File: src/rtl/mul_div_unit.sv
// -----------------------------------------------------------------------------
// mul_div_unit
//   Iterative RV32M multiply/divide unit. It sits upstream of the register
//   file write port: it takes the rs1/rs2 read values plus funct3 and returns
//   a 32-bit result with a one-cycle resultValid pulse. busy stalls the core
//   while an operation is in flight.
//
//   Multiply: shift/add over a 64-bit accumulator. The multiplicand is sign-
//   or zero-extended to 64 bits. A signed multiplier's bit 31 carries weight
//   -2^31, so that partial product is subtracted instead of added.
//   Divide: restoring division on operand magnitudes, with the quotient and
//   remainder signs applied in the DONE cycle. Divide-by-zero and signed
//   overflow are resolved when the operation is accepted.
//
//   Configuration macro: FAST_MUL_EN
//     defined   -> multiplies use one combinational 33x33 signed multiply and
//                  go straight from IDLE to DONE. The divide path is unchanged.
//     undefined -> all multiplies are iterative and no multiplier is inferred.
//
// Parameters
//   STEPS_PER_CYCLE  shift/add(sub) steps per clock: 1, 2 or 4 (ITER = 32/STEPS)
//
// Ports
//   clock        in   1   core clock, all state on posedge
//   reset        in   1   synchronous, active-high
//   start        in   1   request, sampled only while busy == 0
//   funct3       in   3   0 MUL,1 MULH,2 MULHSU,3 MULHU,4 DIV,5 DIVU,6 REM,7 REMU
//   rs1          in  32   operand A (dividend / multiplicand)
//   rs2          in  32   operand B (divisor / multiplier)
//   busy         out  1   operation in progress
//   resultValid  out  1   one-cycle pulse, result valid
//   result       out 32   RV32M result, held until the next completion
// -----------------------------------------------------------------------------
module mul_div_unit #(
  parameter int STEPS_PER_CYCLE = 1
) (
  input  logic        clock,
  input  logic        reset,
  input  logic        start,
  input  logic [2:0]  funct3,
  input  logic [31:0] rs1,
  input  logic [31:0] rs2,
  output logic        busy,
  output logic        resultValid,
  output logic [31:0] result
);

  localparam int         ITER     = 32 / STEPS_PER_CYCLE;
  localparam logic [5:0] LAST_CNT = 6'(ITER - 1);

  typedef enum logic [1:0] {S_IDLE, S_MUL, S_DIV, S_DONE} state_e;

  // Control state
  state_e      state_q, state_d;
  logic        valid_q, valid_d;
  logic [31:0] result_q, result_d;

  // Datapath state
  logic [2:0]  op_q, op_d;
  logic [5:0]  cnt_q, cnt_d;
  logic        special_q, special_d;
  logic [63:0] acc_q, acc_d;
  logic [63:0] mcand_q, mcand_d;
  logic [31:0] mplier_q, mplier_d;
  logic [32:0] rem_q, rem_d;
  logic [31:0] quo_q, quo_d;
  logic [31:0] divisor_q, divisor_d;
  logic        neg_quo_q, neg_quo_d;
  logic        neg_rem_q, neg_rem_d;

  // Step variables carried through the unrolled per-cycle loop
  logic [63:0] acc_v, mcand_v;
  logic [31:0] mplier_v, quo_v;
  logic [32:0] rem_v;

  // Decode of the incoming request, used only in the acceptance cycle
  logic        div_signed, div_by_zero, div_ovf, special;
  logic [31:0] special_val;
  logic        rs1_neg, rs2_neg;
  logic [31:0] rs1_mag, rs2_mag;
  logic        mul_a_signed;
  logic [63:0] mcand_init;

  assign div_signed   = ~funct3[0];
  assign div_by_zero  = (rs2 == 32'h0);
  assign div_ovf      = div_signed && (rs1 == 32'h8000_0000) && (rs2 == 32'hFFFF_FFFF);
  assign special      = funct3[2] && (div_by_zero || div_ovf);
  // funct3[1] separates REM/REMU from DIV/DIVU.
  assign special_val  = div_by_zero ? (funct3[1] ? rs1 : 32'hFFFF_FFFF)
                                    : (funct3[1] ? 32'h0 : 32'h8000_0000);
  assign rs1_neg      = div_signed & rs1[31];
  assign rs2_neg      = div_signed & rs2[31];
  assign rs1_mag      = rs1_neg ? -rs1 : rs1;
  assign rs2_mag      = rs2_neg ? -rs2 : rs2;
  // rs1 is signed for MUL, MULH and MULHSU, and unsigned only for MULHU.
  assign mul_a_signed = (funct3[1:0] != 2'b11);
  assign mcand_init   = {{32{mul_a_signed & rs1[31]}}, rs1};

`ifdef FAST_MUL_EN
  logic signed [32:0] fast_a, fast_b;
  logic signed [65:0] fast_prod;
  assign fast_a    = {mul_a_signed & rs1[31], rs1};
  assign fast_b    = {~funct3[1] & rs2[31], rs2};
  assign fast_prod = fast_a * fast_b;
`endif

  // NOTE: every variable gets its hold/default value before the case so that
  // no path leaves it unassigned. A path that skipped a variable would infer a latch.
  always_comb begin
    state_d   = state_q;
    valid_d   = 1'b0;
    result_d  = result_q;
    op_d      = op_q;
    cnt_d     = cnt_q;
    special_d = special_q;
    acc_d     = acc_q;
    mcand_d   = mcand_q;
    mplier_d  = mplier_q;
    rem_d     = rem_q;
    quo_d     = quo_q;
    divisor_d = divisor_q;
    neg_quo_d = neg_quo_q;
    neg_rem_d = neg_rem_q;
    acc_v     = acc_q;
    mcand_v   = mcand_q;
    mplier_v  = mplier_q;
    rem_v     = rem_q;
    quo_v     = quo_q;

    unique case (state_q)
      S_IDLE: begin
        if (start) begin
          op_d      = funct3;
          cnt_d     = '0;
          special_d = 1'b0;
          if (funct3[2]) begin
            if (special) begin
              // The special-case answer waits in the accumulator for DONE.
              special_d = 1'b1;
              acc_d     = {32'h0, special_val};
              state_d   = S_DONE;
            end else begin
              rem_d     = '0;
              quo_d     = rs1_mag;
              divisor_d = rs2_mag;
              neg_quo_d = rs1_neg ^ rs2_neg;
              neg_rem_d = rs1_neg;
              state_d   = S_DIV;
            end
          end else begin
`ifdef FAST_MUL_EN
            acc_d   = fast_prod[63:0];
            state_d = S_DONE;
`else
            acc_d    = '0;
            mcand_d  = mcand_init;
            mplier_d = rs2;
            state_d  = S_MUL;
`endif
          end
        end
      end

      S_MUL: begin
        for (int k = 0; k < STEPS_PER_CYCLE; k++) begin
          if (mplier_v[0]) begin
            // Bit 31 of a signed multiplier (MUL/MULH) has negative weight.
            if (~op_q[1] && (cnt_q == LAST_CNT) && (k == STEPS_PER_CYCLE - 1))
              acc_v = acc_v - mcand_v;
            else
              acc_v = acc_v + mcand_v;
          end
          mcand_v  = mcand_v << 1;
          mplier_v = mplier_v >> 1;
        end
        acc_d    = acc_v;
        mcand_d  = mcand_v;
        mplier_d = mplier_v;
        cnt_d    = cnt_q + 6'd1;
        if (cnt_q == LAST_CNT) state_d = S_DONE;
      end

      S_DIV: begin
        for (int k = 0; k < STEPS_PER_CYCLE; k++) begin
          // The dividend bits shift out of quo while quotient bits shift in.
          rem_v = {rem_v[31:0], quo_v[31]};
          quo_v = quo_v << 1;
          if (rem_v >= {1'b0, divisor_q}) begin
            rem_v    = rem_v - {1'b0, divisor_q};
            quo_v[0] = 1'b1;
          end
        end
        rem_d = rem_v;
        quo_d = quo_v;
        cnt_d = cnt_q + 6'd1;
        if (cnt_q == LAST_CNT) state_d = S_DONE;
      end

      S_DONE: begin
        valid_d = 1'b1;
        state_d = S_IDLE;
        if (special_q)
          result_d = acc_q[31:0];
        else if (op_q[2])
          result_d = op_q[1] ? (neg_rem_q ? -rem_q[31:0] : rem_q[31:0])
                             : (neg_quo_q ? -quo_q : quo_q);
        else
          result_d = (op_q[1:0] == 2'b00) ? acc_q[31:0] : acc_q[63:32];
      end

      default: state_d = S_IDLE;
    endcase
  end

  // NOTE: sequential state uses non-blocking assignments only. Every register
  // then samples the values from before the edge, whatever order the statements run in.
  always_ff @(posedge clock) begin
    if (reset) begin
      state_q  <= S_IDLE;
      valid_q  <= 1'b0;
      result_q <= 32'h0;
    end else begin
      state_q  <= state_d;
      valid_q  <= valid_d;
      result_q <= result_d;
    end
  end

  // NOTE: datapath registers have no reset. They are always loaded at
  // acceptance before they are read, so a reset would only add fan-out.
  always_ff @(posedge clock) begin
    op_q      <= op_d;
    cnt_q     <= cnt_d;
    special_q <= special_d;
    acc_q     <= acc_d;
    mcand_q   <= mcand_d;
    mplier_q  <= mplier_d;
    rem_q     <= rem_d;
    quo_q     <= quo_d;
    divisor_q <= divisor_d;
    neg_quo_q <= neg_quo_d;
    neg_rem_q <= neg_rem_d;
  end

  assign busy        = (state_q != S_IDLE);
  assign resultValid = valid_q;
  assign result      = result_q;

endmodule

File: config.mk
export PLATFORM = sky130hd
export DESIGN_NAME = mul_div_unit
export DESIGN_NICKNAME = d
export VERILOG_FILES = /design/src/rtl/mul_div_unit.sv
export SDC_FILE = /design/constraint.sdc
export NUM_CORES = 1
export LEC_CHECK = 0
export ABC_CLOCK_PERIOD_IN_PS = 13400
export CORE_MARGIN = 8
export CORE_UTILIZATION = 54
export CTS_CLUSTER_DIAMETER = 40
export DETAILED_ROUTE_END_ITERATION = 10
export PLACE_DENSITY_LB_ADDON = 0.08
export SKIP_LAST_GASP = 1
export SYNTH_ARGS = -nofsm -noshare
export SYNTH_HDL_FRONTEND = slang
export SYNTH_SLANG_ARGS = --single-unit
File: constraint.sdc
create_clock -name clock -period 13.4 [get_ports clock]
set_input_delay 2.68 -clock clock [delete_from_list [all_inputs] [get_ports clock]]
set_output_delay 2.68 -clock clock [all_outputs]
set_load 0.02 [all_outputs]
==> impl_metrics.tcl <==
# implementation run metrics
set metrics [dict create \
    fillers 3424 \
    slew_headroom_pct 28.0 \
    ys_cells 2397 \
    lay_top_count "edfxtp_1" \
    arrival_ns 6.77 \
    drc 0 \
    tap_cells 532 \
    cts.clk_slew.worst_paths_ns 0.06 \
    grt_antenna_before_repair 2 \
    status "finished, final reports clean" \
    numCtsBuffers 51 \
    finalClockPeriodUsage_pct 47.3 \
    fp_util_pct 54.3 \
    crit_path_cell_trace "or4_4 -> or4_4 -> or3_1 -> or3_1 -> nor3_1 -> nand2_1 -> o31ai_1 -> xor2_1 -> ha_1 -> a21o_1 -> a221oi_1 -> nand3_1 -> a21oi_1 -> a21o_1 -> a2111oi_0 -> o21ai_0 -> nand2b_1 -> a21oi_1 -> mux2i_1" \
    flop_area_um2 8750 \
    hold_viol 0 \
    tns_ns 0 \
    dp_slack_ns 6.82 \
    grt.busiest_layer "met2" \
    ys_ff 303 \
    postCtsSetupRepairBufs 0 \
    common_cells "edfxtp_1 (268), nand2_1 (261), nor2_1 (202), a21oi_1 (178), o21ai_0 (161)" \
    comb_share_pct 49.7 \
    cts-hold-fix-buffers 0 \
    die_w_um 218 \
    whs_ns 0.493 \
    hold_class "reg2reg" \
    core_area_um2 40600 \
    top_area_share_pct 36.4 \
    dominant_cells "multi-input combinational cells" \
    grtUsageMet2_pct 42.9 \
    ys_sh_adder_pct 6.19 \
    numPortBuffers 103 \
    powerDensity_nw_per_um2 215 \
    ir_worst_vdd_uv 135 \
    drv_cap 0 \
    power_uw 5490 \
    fmax_ghz 0.158 \
    max_slew.worst_pin.slew_ns 1.08 \
    avgViaCountPerCell 6.29 \
    synth.cellmix.simpleShare_pct 16.4 \
    flop-count 303 \
    combGateArea_um2 12700 \
    grt_max_degree 73 \
    inverters 78 \
    fp-row-count 74 \
    nonClkBufAreaFrac_pct 4.78 \
    syn_avg_cell_area_um2 9.21 \
    ys_seq_share_pct 39.6 \
    p_comb_share_pct 43.0 \
    lay_top_cells "edfxtp_1 (268), nand2_1 (261), nor2_1 (199), a21oi_1 (178), o21ai_0 (160)" \
    required_ns 13.84 \
    seq_share_pct 34.3 \
    drtIter0Drc 1901 \
    slew_violations 0 \
    num-nonclk-buffers 128 \
    gp_congestion 0.958 \
]
==> power by group through the flow <==
stage | registers, uW | logic, uW | clock network (uW)
4_1_cts | 1680 | 2340 | 1450
3_5_place_dp | 1700 | 2320 | 0
6_report | 1690 | 2360 | 1430
3_3_place_gp | 1690 | 2290 | 0
2_1_floorplan | 1590 | 1770 | 0
5_1_grt | 1720 | 2600 | 1490
==> flip-flops by register name, indices dropped and copies added, names as in the netlist <==
| name | flops |
|---|---|
| neg_rem_q | 1 |
| neg_quo_q | 1 |
| mplier_q | 32 |
| rem_q | 32 |
| special_q | 1 |
| quo_q | 32 |
| mcand_q | 64 |
| acc_q | 64 |
| result | 32 |
| divisor_q | 32 |
| op_q | 3 |
| cnt_q | 6 |
| resultValid | 1 |
| state_q | 2 |
==> path summary, 6_finish.rpt <==
check	startpoint	endpoint	slack (ns)	cells after the start
worst max register to register	mcand_q[5]$_DFFE_PP_	acc_q[56]$_SDFFCE_PN0P_	7.06	19
worst min register to register	result[13]$_SDFFE_PP0P_	result[13]$_SDFFE_PP0P_	0.49	2
worst min-delay path	result[13]$_SDFFE_PP0P_	result[13]$_SDFFE_PP0P_	0.49	2
worst max-delay path	mcand_q[5]$_DFFE_PP_	acc_q[56]$_SDFFCE_PN0P_	7.06	19
==> metal layers <==
metal	vias to the layer above	share of wire (%)	wire length, um
met5	-	0	0
met4	0	3.0	2100
met3	133	8.3	5800
met2	839	43	29900
met1	9201	46	31800
li1	8962	-	-
==> critical path: cells and delay by family, from the launching register on <==
| family | cells | cell delay (ns) |
|---|---|---|
| flip-flops | 1 | 0.44 |
| adder cells (fa/ha/maj) | 1 | 0.32 |
| XOR/XNOR | 1 | 0.20 |
| AND-OR/OR-AND | 8 | 2.12 |
| multiplexers | 1 | 0.20 |
| AND/OR/NAND/NOR | 8 | 2.89 |
==> images/layer_met2.png <==
Drawn at 1.5 px/um.
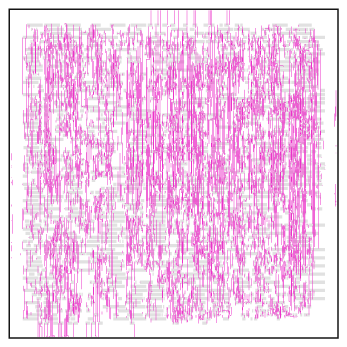
share of all routed wire	43%
main direction	vertical
wire length on this layer	29.9 mm
longest straight run	81.3 um
nets with wire on the layer	2217

==> images/clocks.png <==
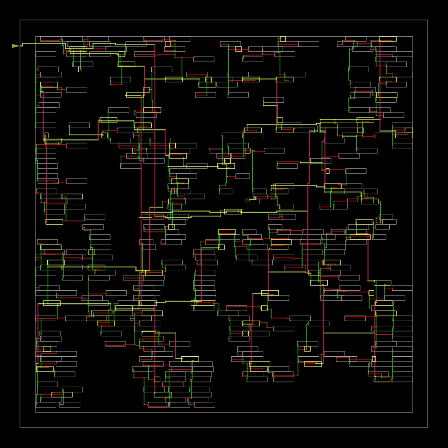
Clk. pwr: 1430 uW
Worst Clk Skew: 0.0256 ns
Insertion Delay late pin: 0.60 ns
number of clock sinks: 303
clkbuf count: 53

==> images/detail.png <==
Window x 154 to 174, y 154 to 174 um. Cells in grey, sequential cells in the stronger grey; small squares are vias.
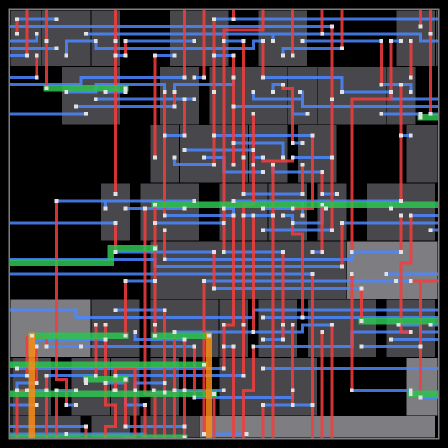
layer	colour
metal 1	blue
metal 2	red
metal 4	orange
metal 3	green
cells with their middle in the window	34
sequential cells in the window	0
most frequent	nand2_1 (5), o21ai_0 (4)

Power and IR drop assume default switching activity.
